Figure 1. Met1 routing (run 1).
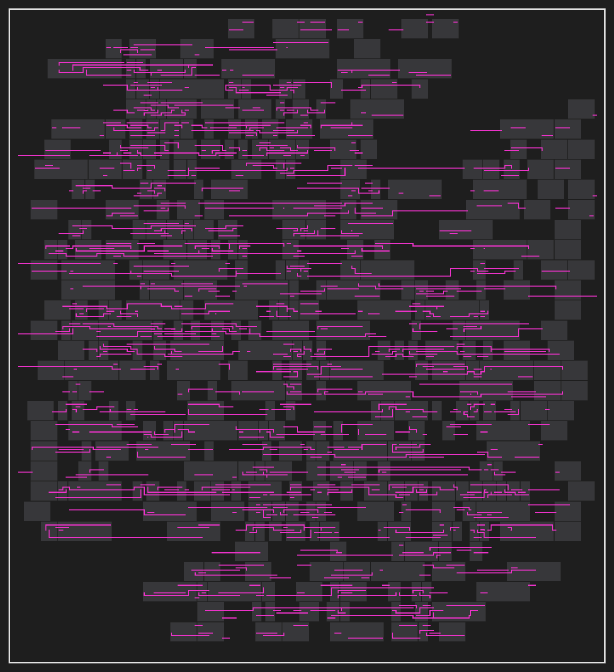
Figure 2. M2 wires (run 1).
Scale bar: 20 µm.
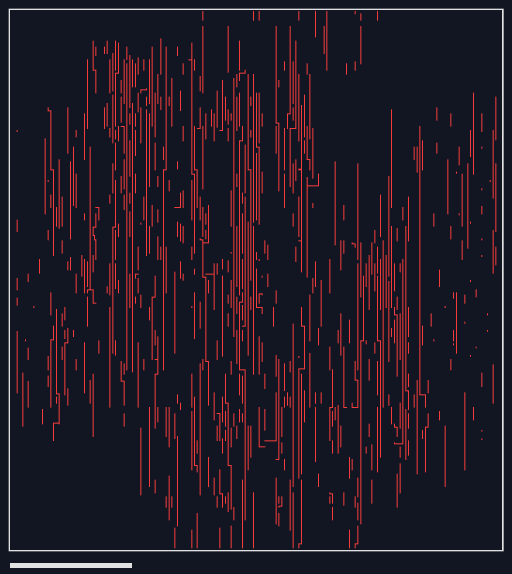
Figure 3. M3 wires (run 1).
Scale bar: 20 µm.
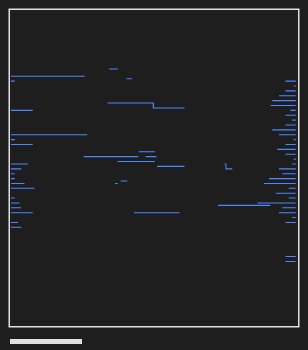
Figure 4. The clock network (run 1).
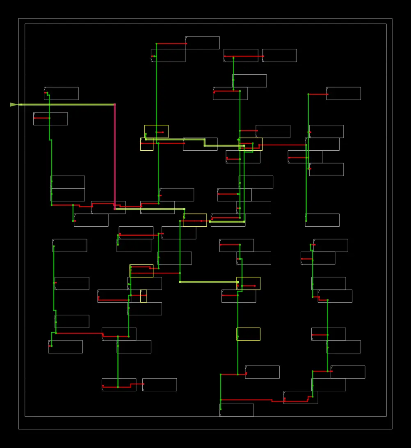
--- src/rtl/paint_cursor_ctrl.sv ---
// -----------------------------------------------------------------------------
// paint_cursor_ctrl
//
// Purpose:
//   Mouse-driven paint cursor. Each accepted mouse packet moves a cursor by
//   signed deltas, clamped to the canvas. The packet's buttons then decide the
//   action:
//     - left  : paint one pixel in DRAW_COLOR at the new cursor position
//     - right : erase one pixel (BG_COLOR) at the new cursor position
//     - middle: clear the whole canvas (only when PAINT_CLEAR_EN is defined)
//   Framebuffer writes use a req/ack handshake. Packets that arrive while the
//   controller is busy are discarded and flagged with pkt_drop.
//
// Optional feature:
//   `define PAINT_CLEAR_EN -> a middle click sweeps BG_COLOR over every pixel
//   in raster order. Without it the CLEAR state and its counters are absent,
//   and pkt_btn_middle is ignored.
//
// Ports:
//   clk                       : single clock, rising edge
//   reset                     : synchronous, active-high
//   pkt_valid                 : one-cycle strobe, mouse packet present
//   pkt_btn_left/right/middle : button states of the packet
//   pkt_dx, pkt_dy            : two's-complement signed deltas
//   fb_x, fb_y, fb_wdata      : framebuffer write coordinate and colour
//   fb_req / fb_ack           : write request / write accepted
//   cursor_x, cursor_y        : current cursor position
//   busy                      : high whenever the state is not IDLE
//   pkt_drop                  : one-cycle pulse when a packet is discarded
// -----------------------------------------------------------------------------
module paint_cursor_ctrl #(
    parameter int                 CANVAS_W   = 64,
    parameter int                 CANVAS_H   = 64,
    parameter int                 COLOR_W    = 12,
    parameter logic [COLOR_W-1:0] DRAW_COLOR = 12'hFFF,
    parameter logic [COLOR_W-1:0] BG_COLOR   = 12'h000
) (
    input  logic               clk,
    input  logic               reset,
    input  logic               pkt_valid,
    input  logic               pkt_btn_left,
    input  logic               pkt_btn_right,
    input  logic               pkt_btn_middle,
    input  logic [7:0]         pkt_dx,
    input  logic [7:0]         pkt_dy,
    output logic [7:0]         fb_x,
    output logic [7:0]         fb_y,
    output logic [COLOR_W-1:0] fb_wdata,
    output logic               fb_req,
    input  logic               fb_ack,
    output logic [7:0]         cursor_x,
    output logic [7:0]         cursor_y,
    output logic               busy,
    output logic               pkt_drop
);

`ifdef PAINT_CLEAR_EN
    typedef enum logic [1:0] {ST_IDLE = 2'd0, ST_UPDATE = 2'd1, ST_WRITE = 2'd2, ST_CLEAR = 2'd3} state_t;
`else
    typedef enum logic [1:0] {ST_IDLE = 2'd0, ST_UPDATE = 2'd1, ST_WRITE = 2'd2} state_t;
`endif

    localparam logic signed [9:0] MAX_X = 10'(CANVAS_W - 1);
    localparam logic signed [9:0] MAX_Y = 10'(CANVAS_H - 1);

    // Position + signed delta in 10-bit signed arithmetic, clamped to [0, max_v].
    function automatic logic [7:0] clamp_add(input logic [7:0] pos,
                                             input logic [7:0] delta,
                                             input logic signed [9:0] max_v);
        logic signed [9:0] sum;
        sum = $signed({2'b00, pos}) + $signed({{2{delta[7]}}, delta});
        if (sum < 10'sd0) begin
            return 8'd0;
        end else if (sum > max_v) begin
            return max_v[7:0];
        end else begin
            return sum[7:0];
        end
    endfunction

    state_t               state_r, next_state_s;
    logic                 lat_left_r, lat_right_r, lat_left_s, lat_right_s;
    logic [7:0]           lat_dx_r, lat_dy_r, lat_dx_s, lat_dy_s;
    logic [7:0]           cursor_x_r, cursor_y_r, cursor_x_s, cursor_y_s;
    logic [7:0]           fb_x_r, fb_y_r, fb_x_s, fb_y_s;
    logic [COLOR_W-1:0]   fb_wdata_r, fb_wdata_s;
    logic                 fb_req_r, fb_req_s;
    logic                 busy_r, pkt_drop_r;
    logic [7:0]           new_x_s, new_y_s;
    logic                 handshake_s;
`ifdef PAINT_CLEAR_EN
    logic                 lat_mid_r, lat_mid_s;
    logic [7:0]           clr_x_r, clr_y_r, clr_x_s, clr_y_s;
    logic                 clr_last_s;
`else
    logic                 unused_mid_s;
    assign unused_mid_s = pkt_btn_middle;
`endif

    assign new_x_s     = clamp_add(cursor_x_r, lat_dx_r, MAX_X);
    assign new_y_s     = clamp_add(cursor_y_r, lat_dy_r, MAX_Y);
    // An ack only counts while a request is actually outstanding.
    assign handshake_s = fb_req_r & fb_ack;
`ifdef PAINT_CLEAR_EN
    assign clr_last_s  = (clr_x_r == 8'(CANVAS_W - 1)) && (clr_y_r == 8'(CANVAS_H - 1));
`endif

    // State register.
    always_ff @(posedge clk) begin
        if (reset) begin
            state_r <= ST_IDLE;
        end else begin
            state_r <= next_state_s;
        end
    end

    // Next-state decode.
    always_comb begin
        next_state_s = state_r;
        case (state_r)
            ST_IDLE: begin
                if (pkt_valid) begin
                    next_state_s = ST_UPDATE;
                end else begin
                    next_state_s = ST_IDLE;
                end
            end
            ST_UPDATE: begin
`ifdef PAINT_CLEAR_EN
                if (lat_mid_r) begin
                    next_state_s = ST_CLEAR;
                end else
`endif
                if (lat_left_r || lat_right_r) begin
                    next_state_s = ST_WRITE;
                end else begin
                    next_state_s = ST_IDLE;
                end
            end
            ST_WRITE: begin
                if (handshake_s) begin
                    next_state_s = ST_IDLE;
                end else begin
                    next_state_s = ST_WRITE;
                end
            end
`ifdef PAINT_CLEAR_EN
            ST_CLEAR: begin
                if (handshake_s && clr_last_s) begin
                    next_state_s = ST_IDLE;
                end else begin
                    next_state_s = ST_CLEAR;
                end
            end
`endif
            default: next_state_s = ST_IDLE;
        endcase
    end

    // Next values of the datapath and framebuffer outputs.
    always_comb begin
        lat_left_s  = lat_left_r;
        lat_right_s = lat_right_r;
        lat_dx_s    = lat_dx_r;
        lat_dy_s    = lat_dy_r;
        cursor_x_s  = cursor_x_r;
        cursor_y_s  = cursor_y_r;
        fb_x_s      = fb_x_r;
        fb_y_s      = fb_y_r;
        fb_wdata_s  = fb_wdata_r;
        fb_req_s    = fb_req_r;
`ifdef PAINT_CLEAR_EN
        lat_mid_s   = lat_mid_r;
        clr_x_s     = clr_x_r;
        clr_y_s     = clr_y_r;
`endif
        case (state_r)
            ST_IDLE: begin
                if (pkt_valid) begin
                    lat_left_s  = pkt_btn_left;
                    lat_right_s = pkt_btn_right;
                    lat_dx_s    = pkt_dx;
                    lat_dy_s    = pkt_dy;
`ifdef PAINT_CLEAR_EN
                    lat_mid_s   = pkt_btn_middle;
`endif
                end else begin
                    fb_req_s = 1'b0;
                end
            end
            ST_UPDATE: begin
                cursor_x_s = new_x_s;
                cursor_y_s = new_y_s;
`ifdef PAINT_CLEAR_EN
                if (lat_mid_r) begin
                    clr_x_s    = 8'd0;
                    clr_y_s    = 8'd0;
                    fb_x_s     = 8'd0;
                    fb_y_s     = 8'd0;
                    fb_wdata_s = BG_COLOR;
                    fb_req_s   = 1'b1;
                end else
`endif
                if (lat_left_r || lat_right_r) begin
                    fb_x_s     = new_x_s;
                    fb_y_s     = new_y_s;
                    // Left wins when both buttons are held.
                    fb_wdata_s = lat_left_r ? DRAW_COLOR : BG_COLOR;
                    fb_req_s   = 1'b1;
                end else begin
                    fb_req_s = 1'b0;
                end
            end
            ST_WRITE: begin
                if (handshake_s) begin
                    fb_req_s = 1'b0;
                end else begin
                    fb_req_s = fb_req_r;
                end
            end
`ifdef PAINT_CLEAR_EN
            ST_CLEAR: begin
                if (handshake_s && clr_last_s) begin
                    fb_req_s = 1'b0;
                end else if (handshake_s) begin
                    // Raster order: x wraps into the next row.
                    if (clr_x_r == 8'(CANVAS_W - 1)) begin
                        clr_x_s = 8'd0;
                        clr_y_s = clr_y_r + 8'd1;
                    end else begin
                        clr_x_s = clr_x_r + 8'd1;
                        clr_y_s = clr_y_r;
                    end
                    fb_x_s = clr_x_s;
                    fb_y_s = clr_y_s;
                end else begin
                    fb_req_s = fb_req_r;
                end
            end
`endif
            default: fb_req_s = 1'b0;
        endcase
    end

    // Output and datapath registers.
    always_ff @(posedge clk) begin
        if (reset) begin
            lat_left_r  <= 1'b0;
            lat_right_r <= 1'b0;
            lat_dx_r    <= 8'd0;
            lat_dy_r    <= 8'd0;
            cursor_x_r  <= 8'(CANVAS_W / 2);
            cursor_y_r  <= 8'(CANVAS_H / 2);
            fb_x_r      <= 8'd0;
            fb_y_r      <= 8'd0;
            fb_wdata_r  <= {COLOR_W{1'b0}};
            fb_req_r    <= 1'b0;
            busy_r      <= 1'b0;
            pkt_drop_r  <= 1'b0;
`ifdef PAINT_CLEAR_EN
            lat_mid_r   <= 1'b0;
            clr_x_r     <= 8'd0;
            clr_y_r     <= 8'd0;
`endif
        end else begin
            lat_left_r  <= lat_left_s;
            lat_right_r <= lat_right_s;
            lat_dx_r    <= lat_dx_s;
            lat_dy_r    <= lat_dy_s;
            cursor_x_r  <= cursor_x_s;
            cursor_y_r  <= cursor_y_s;
            fb_x_r      <= fb_x_s;
            fb_y_r      <= fb_y_s;
            fb_wdata_r  <= fb_wdata_s;
            fb_req_r    <= fb_req_s;
            // Registered from next state so busy tracks state exactly.
            busy_r      <= (next_state_s != ST_IDLE);
            pkt_drop_r  <= pkt_valid && (state_r != ST_IDLE);
`ifdef PAINT_CLEAR_EN
            lat_mid_r   <= lat_mid_s;
            clr_x_r     <= clr_x_s;
            clr_y_r     <= clr_y_s;
`endif
        end
    end

    assign fb_x     = fb_x_r;
    assign fb_y     = fb_y_r;
    assign fb_wdata = fb_wdata_r;
    assign fb_req   = fb_req_r;
    assign cursor_x = cursor_x_r;
    assign cursor_y = cursor_y_r;
    assign busy     = busy_r;
    assign pkt_drop = pkt_drop_r;

endmodule
--- config.mk ---
export PLATFORM = sky130hd
export DESIGN_NAME = paint_cursor_ctrl
export DESIGN_NICKNAME = d
export VERILOG_FILES = /design/src/rtl/paint_cursor_ctrl.sv
export SDC_FILE = /design/constraint.sdc
export NUM_CORES = 1
export LEC_CHECK = 0
export CAP_MARGIN = 15
export CORE_ASPECT_RATIO = 1.1
export CORE_UTILIZATION = 42
export CTS_CLUSTER_SIZE = 20
export DETAILED_ROUTE_END_ITERATION = 16
export MAX_ROUTING_LAYER = met4
export PLACE_DENSITY = 0.69
export SKIP_LAST_GASP = 1
export SLEW_MARGIN = 20
export SYNTH_ARGS = -nofsm -noshare
export SYNTH_HDL_FRONTEND = slang
export SYNTH_SLANG_ARGS = --single-unit
--- constraint.sdc ---
create_clock -name clk -period 2.8 [get_ports clk]
set_input_delay 0.28 -clock clk [delete_from_list [all_inputs] [get_ports clk]]
set_output_delay 0.28 -clock clk [all_outputs]
set_load 0.02 [all_outputs]
==> results_slide.txt, run 1 <==
Synthesis and Place & Route Summary

Worst setup path
  • CP required: 3000 ps
  • Worst EP arrival: roughly 2900 ps
  • Worst Path Max Fanout: 7
  • Critical path launch point: cursor_y[4]

Power
  • Net Switching: 0.4965 mW
  • Pint: 1.212 mW
  • LEAKAGE: between 1 and 1.5 nW
  • Maximum vdd drop: about 250 µV
  • Combinational power share: between 20% and 30%
  • Largest Pwr Group: registers
  • Net Sw Frac: 29.06%

GRT
  • Vias in the first global route: about 2300
  • Initial antenna violation count: 0
  • First-pass GRT wire length: 10.69 mm
  • Total Routing Usage GR: a little over 20%

Detailed routing
  • # DRC: 0
  • WL/cell: around 13 µm

Final layout
  • Fill cells: approximately 630
  • Diodes inserted: 0
  • Fin cells: 487
  • Logic area: 1550 µm²
  • Final core occ: between 50% and 60%
  • Share of layout cells above drive strength 1: just under 5%

Clock network
  • Post-CTS Hold Buffers: 0
  • Cts repair resizes: 0
  • Post-CTS setup buffer count: 0

Min path
  • Hold Path Class: flip-flop to flip-flop

STA
  • Setup TNS: 0 ps
  • RSZ-0062 raised after global routing: no
  • Setup violations, final: 0
  • Fin Hold WS: 453.1 ps
  • Relative slew margins: 53.51%

Placed design
  • HPWL after detailed placement: about 5.1 mm

Synth
  • Synthesized area: between 2000 and 3000 µm²
  • Synthesized instance count: between 300 and 400
  • Yosys cell count: 346
  • Syn_nets: between 300 and 400
  • Post-synth ARST share: 0%

Outcome
  • Status: finished clean

Floorplanning
  • Core ar.: ~6600 µm²
Back to the opening pictures, Figure 1:
The longest straight run is 27.1 µm. The layer holds 47% of the routed length. 395 nets have wire on it. The wires run mostly horizontal.

Back to the opening pictures, Figure 2:
The layer holds 47% of the routed length. The layer carries 3090 µm of wire.

Back to the opening pictures, Figure 3:
The layer holds 4.5% of the routed length. The layer carries 293 µm of wire. 58 nets have wire on it.

Back to the opening pictures, Figure 4:
clkbuf count: 7
CTS buffer count: 5
CTS sink count: 56
Clock Skew: 6.658 ps

-- run 1: worst paths after layout --
check	endpoint	slack [ps]	cells past startpoint
setup / recovery	fb_y[4]	150	8
setup reg to reg	fb_y[4]	150	8
hold reg to reg	fb_y[5]	450	2
hold / removal	fb_y[5]	450	2
-- run 1: state kept, by name, indices dropped and copies added, names as in the netlist, 2 cells and up --
signal and flops:
lat_dx_r 8, fb_x 8, cursor_y 8, fb_y 8, state_r 2, cursor_x 8, lat_dy_r 8
-- run 1: cell usage in the layout (no fill, tap or decap), types with 4 or more instances in the layout --
master	instances
nor2_1	23
dfxtp_1	56
ha_1	18
nand2_1	74
buf_4	6
and2_1	8
a21oi_1	32
a21o_1	4
clkbuf_8	6
nor3_1	11
nor3b_1	5
xnor2_1	6
o21ai_0	13
a31oi_1	5
inv_1	8
nor2b_1	4
clkdlybuf4s50_1	68
nand3_1	9
o21ai_1	13
-- run 1: worst max-delay path: stages, from the launching register on --
cell	delay (ps)
dfxtp_1	340
ha_1	390
a21o_1	240
a2111oi_4	380
o22ai_2	150
nor4b_4	360
a2111oi_1	140
a41o_1	290
a221o_1	270
-- run 1: cells by family after synthesis --
family / synth area share [%]
xor+xnor: 2.779
simple gates: 23.03
buf+inv: 5.823
flops: 39.52
mux: 1.103
compound gates: 18.39
fa+ha+maj: 9.352
-- run 1: metrics by stage --
| step | power, mW | cell area (µm²) |
|---|---|---|
| after floorplan | 1.132 | 2836 |
| after global placement | 1.266 | 3530 |
| after detailed placement | 1.273 | 3530 |
| after CTS | 1.726 | 3623 |
| after global routing | 1.807 | 3623 |
| final | 1.708 | 3623 |
-- run 1: cells in the mapped netlist (2+ instances only) --
| master | number | share of area [%] |
|---|---|---|
| xnor2_1 | 6 | 1.9 |
| ha_1 | 18 | 7.9 |
| nor2_1 | 23 | 3.0 |
| a31oi_1 | 5 | 1.1 |
| nor2b_1 | 4 | 0.88 |
| and2_1 | 8 | 1.8 |
| o21ai_0 | 13 | 2.3 |
| inv_1 | 8 | 1.1 |
| buf_4 | 11 | 2.9 |
| a21o_1 | 4 | 1.1 |
| o21ai_1 | 13 | 2.3 |
| mux2i_1 | 2 | 0.71 |
| fa_1 | 2 | 1.4 |
| or3_1 | 2 | 0.44 |
| dfxtp_1 | 56 | 40 |
| a221o_1 | 2 | 0.71 |
| xor2_1 | 3 | 0.93 |
| nand2b_1 | 3 | 0.66 |
| nor3_1 | 11 | 1.9 |
| nand2_1 | 74 | 9.8 |
| nand3_1 | 9 | 1.6 |
| nor3b_1 | 5 | 1.3 |
| o21bai_1 | 3 | 0.79 |
| a21oi_1 | 32 | 5.6 |
| clkbuf_1 | 10 | 1.3 |
-- run 1: cell type report --
type	count	share of cell area [%]
multi-input combinational	259	42.78
tap	82	2.831
clock inverter	1	0.2072
sequential	56	30.94
timing repair buffer	74	20.03
clock buffer	7	2.383
inverter	8	0.8287
-- run 1: per-layer routing --
metal / track usage (%) / part of all wire, % / vias to the layer above
met2: 33.36 / 47 / 71
li1: - / - / 1303
met3: 4.063 / 4.5 / 6
met5: - / 0 / -
met4: 6.169 / 1.3 / 0
met1: 25.24 / 47 / 1143
Figure 5. Wire density map (run 1).
Scale bar: 20 µm. The die is cut into 16 by 18 equal tiles; dark purple is low, yellow is high, scaled to the fullest tile. Values are wire area over tile area, all layers added.
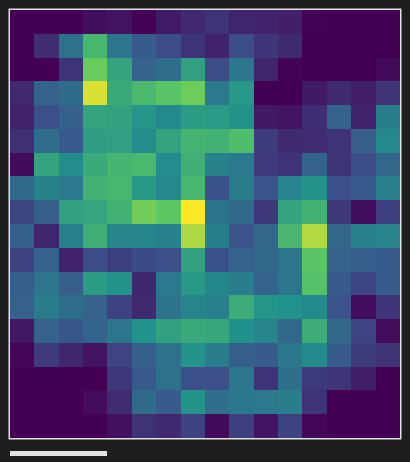

--- run 2 (diff from run 1) ---
--- a/config.mk
+++ b/config.mk
@@ -7,11 +7,11 @@
 export LEC_CHECK = 0
 export CAP_MARGIN = 15
 export CORE_ASPECT_RATIO = 1.1
-export CORE_UTILIZATION = 42
+export CORE_UTILIZATION = 49
 export CTS_CLUSTER_SIZE = 20
 export DETAILED_ROUTE_END_ITERATION = 16
 export MAX_ROUTING_LAYER = met4
-export PLACE_DENSITY = 0.69
+export PLACE_DENSITY = 0.78
 export SKIP_LAST_GASP = 1
 export SLEW_MARGIN = 20
 export SYNTH_ARGS = -nofsm -noshare
Figure 6. Wire density map (run 2).
Scale bar: 20 µm. The die is cut into 15 by 16 equal tiles; dark purple is low, yellow is high, scaled to the fullest tile. Values are wire area over tile area, all layers added.
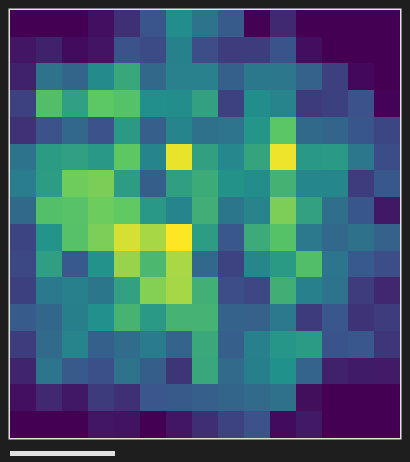
The mean over all tiles is 0.17. The fullest tile reaches 0.48. 27% of the tiles are over half the peak. 9.6% of the tiles are nearly empty.

==> run 2 against run 1 <==
- cell area is 0.59% lower
- via count grew 0.71%
- routed wire length down 0.55%
- die area down 14%
- global-route usage up 3.3 points
- clock power rose by 4.4%
- worst setup slack better by 29 ps
- total power up 0.73%
- cell count fell by 1.8%
- clock skew hardly changed
- critical endpoint is now fb_y[5]
- largest cell class unchanged
- highest routed layer unchanged
==> results_slide.txt, run 2 <==
Synthesis and Place & Route Summary

Floorplanning
  • Core ar.: around 5500 µm²

Clock network
  • Post-CTS setup buffer count: 0
  • Cts repair resizes: 0
  • Post-CTS Hold Buffers: 0

Worst setup path
  • Most common cell on crit path: a21oi_1
  • Critical-path cell list: ha_1, fa_1, a21o_1, a21oi_1, o21ai_0, a21oi_1, mux2_2, nor2_1, o21ai_1
  • Worst EP arrival: between 2000 and 3000 ps
  • CP max stage cell: fa_1

Final layout
  • Share of layout cells above drive strength 1: ~4.7%
  • Fin cells: between 400 and 500

Synth
  • Top area contributor share: 39.52%
  • Most numerous cell in the Yosys netlist: nand2_1
  • Syn_nets: 389
  • Top cells, area: dfxtp_1 40%, nand2_1 9.8%, ha_1 7.9%, a21oi_1 5.6%, nor2_1 3.0%

Power
  • LEAKAGE: about 1.5 nW
  • Maximum vdd drop: 316.5 µV

GRT
  • Grt met3 use: under 10%
  • Grt peak-use layer: met2
  • Vias in the first global route: roughly 2400

Detailed routing
  • # DRC: 0

STA
  • RSZ-0062 raised after global routing: no
  • Setup TNS: 0 ps

Outcome
  • Status: finished clean
[run 2: worst register-to-register path: stages, from the launching register on]
cell	delay, ps
dfxtp_1	340
ha_1	230
fa_1	420
a21o_1	190
a21oi_1	200
o21ai_0	150
a21oi_1	240
mux2_2	420
nor2_1	230
o21ai_1	100
[run 2: logic make-up (layout without fill, tap and decap cells)]
family / count (synthesis) / after routing / share of synthesized area, %
flip-flops: 56 / 56 / 39.52
AND/OR/NAND/NOR: 143 / 143 / 23.03
buffers and inverters: 31 / 88 / 5.823
adder cells (fa/ha/maj): 20 / 20 / 9.352
multiplexers: 3 / 3 / 1.103
AND-OR/OR-AND: 84 / 84 / 18.39
XOR/XNOR: 9 / 9 / 2.779
[run 2: final cells by class]
type	instances	share of cell area, %
clock buffer	6	2.292
clock inverter	2	0.3821
inverter	8	0.8336
multi-input combinational	259	43.04
sequential	56	31.12
tap	75	2.605
timing repair buffer	72	19.73
[run 2: final timing paths]
path,startpoint,to,cells after the start,slack (ps)
min reg2reg,fb_x[3],fb_x[3],2,450
min,fb_x[3],fb_x[3],2,450
max reg2reg,cursor_y[0],fb_y[5],9,170
max,cursor_y[0],fb_y[5],9,170
[run 2: metal layers]
layer / vias to the layer above / part of all wire [%]
met5: - / 0
met4: 0 / 1.7
met3: 11 / 5.2
met2: 65 / 50
met1: 1171 / 43
li1: 1294 / -
[run 2: power breakdown]
part           total [mW]  leakage (nW)  switching [mW]  internal [mW]
Sequential          0.869         0.456          0.0319          0.837
Combinational       0.379         0.976           0.208          0.171
Clock               0.473        0.0516           0.270          0.203
Total                1.72          1.48           0.510           1.21
[run 2: through the flow]
step | total power, mW | utilization, % | area, µm²
floorplan | 1.132 | - | 2836
global placement | 1.258 | 64.15 | 3506
detailed placement | 1.265 | 64.15 | 3506
CTS | 1.736 | 65.91 | 3602
global route | 1.811 | 65.91 | 3602
finish | 1.721 | 65.91 | 3602
Figure 7. The clock network (run 2).
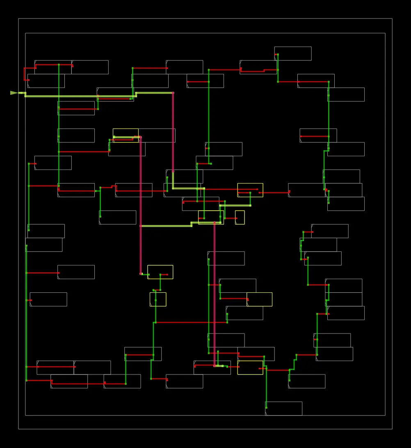

--- run 3 (diff from run 2) ---
--- a/config.mk
+++ b/config.mk
@@ -7,6 +7,7 @@
 export LEC_CHECK = 0
 export CAP_MARGIN = 15
 export CORE_ASPECT_RATIO = 1.1
+export CORE_MARGIN = 2
 export CORE_UTILIZATION = 49
 export CTS_CLUSTER_SIZE = 20
 export DETAILED_ROUTE_END_ITERATION = 16
Figure 8. The clock network (run 3).
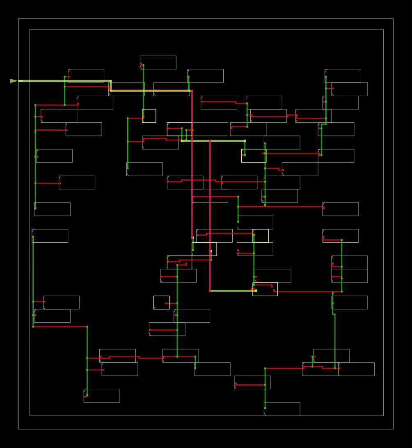
flop count: 56
Clock Skew: 9.327 ps
P_clk: 0.459 mW

==> run 3 against run 2 <==
- worst setup slack lost 27 ps
- area after synthesis is the same
- sequential power is essentially flat
- cell count grew 0.21%
- via count is essentially flat
- total power shrank 0.65%
- highest routed layer unchanged
- register-to-register slack lost 30 ps
==> results_slide.txt, run 3 <==
Synthesis and Place & Route Summary

Power
  • Net Sw Frac: between 30% and 40%
  • Clock power frac: 26.8%
  • Combinational power share: about 22%
  • Reg power frac: 50.9%
  • Pint: ~1.2 mW
  • Maximum vdd drop: 222.6 µV
  • LEAKAGE: roughly 1.5 nW
  • Total power: 1.710 mW

Detailed routing
  • WL/cell: ~14 µm
  • # DRC: 0

Worst setup path
  • Worst EP arrival: approximately 2900 ps
  • Worst Path Max Fanout: 6
  • CP required: 3010 ps
  • Reg2reg start: cursor_y[0]
  • Critical path launch point: cursor_y[0]

STA
  • Setup violations, final: 0
  • Fin Hold WS: 457.4 ps
  • Setup TNS: 0 ps

Final layout
  • Post-route cell area: approximately 3600 µm²
  • Fill cells: ~520
  • Top cell excl fill/tap: nand2_1
  • Most frequent cells in the layout: 74 x nand2_1, 68 x clkdlybuf4s50_1, 56 x dfxtp_1, 32 x a21oi_1, 23 x nor2_1
  • Final core occ: between 60% and 70%
  • Logic area: 1550 µm²
  • Share of layout cells above drive strength 1: around 4.5%
  • Fin cells: about 480

Synth
  • Top cells, area: dfxtp_1 40%, nand2_1 9.8%, ha_1 7.9%, a21oi_1 5.6%, nor2_1 3.0%
  • Yosys cell count: around 350
  • Post-synth ARST share: 0%
  • Top area contributor share: 39.52%
  • Synth top cells by count: 74 x nand2_1, 56 x dfxtp_1, 32 x a21oi_1
  • Synthesized instance count: 346
  • Area leader, netlist: dfxtp_1
  • Syn_nets: around 390

Clock network
  • Post-CTS Hold Buffers: 0
  • CTS sink count: approximately 56
  • CTS buffer count: 5

Outcome
  • Status: finished clean

Min path
  • Hold Path Class: flip-flop to flip-flop
  • Hold Path Origin: fb_x[4]

GRT
  • Initial antenna violation count: 0
  • First-pass GRT wire length: roughly 11 mm
  • GR Util met1: about a quarter
  • GR Layer Usage met2: roughly two fifths
  • Vias in the first global route: 2551

Placed design
  • HPWL after detailed placement: around 5.1 mm

Floorplanning
  • Core ar.: about 5700 µm²
## run 3: cell count changes in the layout (fill, tap and decap cells not counted), sizes merged
cell / previous run / this run
inv: 9 / 10
clkinvlp: 0 / 1
buf: 4 / 3
clkinv: 1 / 0
clkbuf: 6 / 5
## run 3: cell families after synthesis
group,count (synthesis),share of synthesized area (%)
simple gates,143,23.03
mux,3,1.103
buf+inv,31,5.823
compound gates,84,18.39
fa+ha+maj,20,9.352
xor+xnor,9,2.779
flops,56,39.52
## run 3: power groups by stage
stage,Combinational [mW],Sequential [mW],Clock (mW)
final,0.381,0.870,0.459
after global routing,0.422,0.876,0.507
after CTS,0.383,0.870,0.474
after detailed placement,0.381,0.889,0
after global placement,0.369,0.887,0
after floorplan,0.223,0.909,0
## run 3: worst paths after layout
check	to	cells past startpoint
worst max-delay path	cursor_y[3]	9
worst min-delay path	fb_x[4]	2
worst max register to register	cursor_y[3]	9
worst min register to register	fb_x[4]	2
## run 3: cell type report
class	count	area share [%]
Timing Repair Buffer	71	19.56
Sequential cell	56	31.19
Inverter	8	0.8354
Tap cell	77	2.680
Clock buffer	5	1.914
Multi-Input combinational cell	259	43.13
Clock inverter	3	0.6961
## run 3: metal layers
| metal | wire length [µm] | share of wire, % |
|---|---|---|
| met2 | 3528 | 53 |
| met4 | 113 | 1.7 |
| met1 | 2727 | 41 |
| met3 | 253 | 3.8 |
| met5 | 0 | 0 |
## run 3: critical path: stages (launching register included)
cell and delay, ps:
dfxtp_1 340, ha_1 230, fa_1 410, a21o_1 200, a21oi_1 230, o21ai_0 140
a21oi_1 240, mux2_2 420, nor3b_1 250, o21ai_1 80
Power is estimated from default activity; no workload was simulated.
